[src/rtl/enc64to6_stream.sv]
// Sequential 64-to-6 encoder: latches a state-flag vector and streams the index
// of every set bit, lowest first, one per accepted beat.
module enc64to6_stream (
    input  logic        clk,
    input  logic        rst_n,
    input  logic        load,
    input  logic [63:0] in,
    input  logic        clear,
    output logic [5:0]  out,
    output logic        out_valid,
    input  logic        out_ready,
    output logic        last,
    output logic        busy,
    output logic        empty,
    output logic [6:0]  count
);

    typedef enum logic {IDLE, SCAN} state_t;

    state_t      state_p0, state_nx;
    logic [63:0] mask_p0, mask_nx;
    logic [6:0]  count_p0, count_nx;
    logic        empty_p0, empty_nx;
    logic        scanning;
    logic [5:0]  low_idx;
    logic        one_left;

    function automatic logic [6:0] popcount64(input logic [63:0] v);
        logic [6:0] acc;
        acc = '0;
        for (int i = 0; i < 64; i++) begin
            acc = acc + 7'(v[i]);
        end
        return acc;
    endfunction

    // Scan from the top down so the lowest set bit is the last one written.
    function automatic logic [5:0] lowest_idx(input logic [63:0] v);
        logic [5:0] idx;
        idx = '0;
        for (int i = 63; i >= 0; i--) begin
            if (v[i]) begin
                idx = 6'(i);
            end
        end
        return idx;
    endfunction

    assign scanning  = (state_p0 == SCAN);
    assign low_idx   = lowest_idx(mask_p0);
    assign one_left  = ((mask_p0 & (mask_p0 - 64'd1)) == '0);

    assign out       = scanning ? low_idx : 6'd0;
    assign out_valid = scanning;
    assign last      = scanning & one_left;
    assign busy      = scanning;
    assign empty     = empty_p0;
    assign count     = count_p0;

    always_comb begin
        state_nx = state_p0;
        mask_nx  = mask_p0;
        count_nx = count_p0;
        empty_nx = 1'b0;
        if (clear) begin
            state_nx = IDLE;
            mask_nx  = '0;
        end else begin
            case (state_p0)
                IDLE: begin
                    if (load) begin
                        count_nx = popcount64(in);
                        if (in != '0) begin
                            mask_nx  = in;
                            state_nx = SCAN;
                        end else begin
                            empty_nx = 1'b1;
                        end
                    end
                end
                SCAN: begin
                    if (out_ready) begin
                        // Dropping the lowest set bit leaves zero after the last beat.
                        mask_nx = mask_p0 & (mask_p0 - 64'd1);
                        if (one_left) begin
                            state_nx = IDLE;
                        end
                    end
                end
                default: begin
                    state_nx = IDLE;
                    mask_nx  = '0;
                end
            endcase
        end
    end

    always_ff @(posedge clk or negedge rst_n) begin
        if (!rst_n) begin
            state_p0 <= IDLE;
            mask_p0  <= '0;
            count_p0 <= '0;
            empty_p0 <= 1'b0;
        end else begin
            state_p0 <= state_nx;
            mask_p0  <= mask_nx;
            count_p0 <= count_nx;
            empty_p0 <= empty_nx;
        end
    end

endmodule
[config.mk]
export PLATFORM = sky130hd
export DESIGN_NAME = enc64to6_stream
export DESIGN_NICKNAME = d
export VERILOG_FILES = /design/src/rtl/enc64to6_stream.sv
export SDC_FILE = /design/constraint.sdc
export NUM_CORES = 1
export LEC_CHECK = 0
export ABC_AREA = 0
export CORE_MARGIN = 2
export CORE_UTILIZATION = 53
export CTS_BUF_LIST = sky130_fd_sc_hd__clkbuf_8
export DETAILED_ROUTE_END_ITERATION = 8
export GPL_TIMING_DRIVEN = 0
export PLACE_DENSITY = 0.8
export SYNTH_ARGS = -nofsm -noshare
export SYNTH_HDL_FRONTEND = slang
export SYNTH_SLANG_ARGS = --single-unit
[constraint.sdc]
create_clock -name clk -period 2.45 [get_ports clk]
set_input_delay 0.245 -clock clk [delete_from_list [all_inputs] [get_ports clk]]
set_output_delay 0.245 -clock clk [all_outputs]
set_load 0.1 [all_outputs]
The metal 2 layer:
Drawn at 2 px/um.
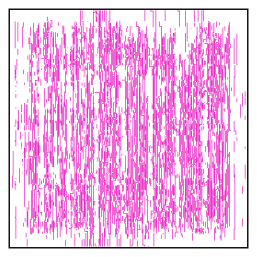
longest straight run	44.7 um
wire length on this layer	12600 um
share of all routed wire	42%
WL final: 29800 um
count of vias placed by the detailed router: 7885
GR Layer Usage met2: 60.4%

PDN straps and rails:
Drawn at 3 px/um. Pins as bars on the die edge. Tap cells in grey.
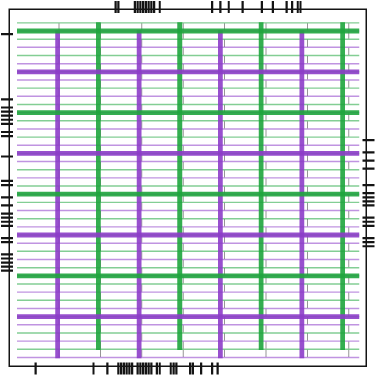
colour	net
purple	VSS
green	VDD
signal pins	86
rows	41
met1 rails	42
tap cells	172
die outline width: 119 um
Die Y: 119 um
Core Footprint: 12700 sq um
IR Drop Worst-Case VDD: 5.78 mV

==> run summary <==
Implementation progress

The run finished, with violations left. The checks that failed: negative setup slack. The amount of wire on met3 after detailed routing stands at 4430 um. The placement row count stands at 41.

The fraction of standard cell area in multi-input logic stands at 55.4%. The cell area reported after detailed placement stands at 8130 sq um. The layout has 11 clock buffers. The average cell area after synthesis stands at 8.06 sq um. The required time of the worst setup path stands at 2.71 ns. After routing the design area is 9400 sq um. Per the Yosys statistics, synthesis produced 863 cells. The routability congestion estimate stands at 1.04. The startpoint identified for the worst hold timing path is in[39]. The number of filler instances in the final layout stands at 1048. The clock network accounts for 8.6% of the total power.

The count of input and output buffers stands at 85. The maximum buffer depth of the clock tree stands at 2. The mapped netlist covers 6950 sq um. The quantity of gates resized following cts stands at 319. The number of hold violations in the final report stands at 0. The proportion of total power due to net switching stands at 46.9%. The launch point of the worst register-to-register path is recorded as mask_p0[4]$_DFFE_PN0P_. For reference, the critical path cell chain is buf_8, fa_1, inv_2, fa_1, inv_1, fa_1, inv_2, fa_1, inv_1, fa_1, inv_1, fa_1, fa_1, fa_2, inv_2, ha_4, buf_4, a21o_1, a21o_1, a21o_1, a21oi_2, xor2_1, o21ai_1. Setup repair after global routing could not meet its margin everywhere.

The timing report gives the clock slew at the launch and capture registers of the worst setup and hold paths as 0.09 ns. The post-layout worst setup margin stands at -3.06 ns. The number of flip-flops in the largest register stands at 64.

For this run, design rule violations remaining after detail routing come to 0. The chip occupies 14000 sq um. The top achievable clock speed stands at 0.181 GHz. The number of logic gates stands at 637. Sequential elements use 26.3% of the synthesized area. The global-route usage over all layers stands at 42.9%. Among logic cells in the layout, the one with the most instances is inv_1. The final antenna diode tally reported by the flow is 0. The mux share of post-synthesis cell area stands at 0.306%. The internal power stands at 7.14 mW.

Summing the areas of all compound-gate instances in the mapped netlist gives 21.8% of the synthesized area. The met3 track demand over resource stands at 16.6%. The worst-case max-slew headroom was logged as 33.8%. The post-synthesis instance total stands at 863. In this run the worst setup path begins at in[53]. The commonest register cell is dfrtp_1.

TritonCTS built the clock tree. The number of buffers and inverters on the critical path stands at 8. At the end of the flow the core is filled with cells to 73.9%. The detailed-router iteration count before antenna repair stands at 7. The share of async-settable or async-resettable flops after synthesis stands at 100%. The buffer count from post-CTS setup fixing stands at 49. The final antenna-violating net count stands at 0. The area fraction of the largest cell type after synthesis is 26.3%. The number of endpoints failing setup at the final stage stands at 79. The largest register by flop count is mask_p0. The total power stands at 13.4 mW. Looking at area per cell type in the netlist, the leader is dfrtp_1. In the Yosys stats the netlist draws on 69 distinct library cells. The non-clock inverter instance count of the final layout stands at 103.

The worst setup path is captured at a flop. In the post-synthesis netlist, the cell with the most instances is inv_1. For this run the aggregate overflow at the end of global routing stands at 0.

The via count normalized by instance count stands at 6.69. The min-delay analysis places its worst path in the category input port to flop.
No activity file was given, so power comes from the tool's default toggle rates.
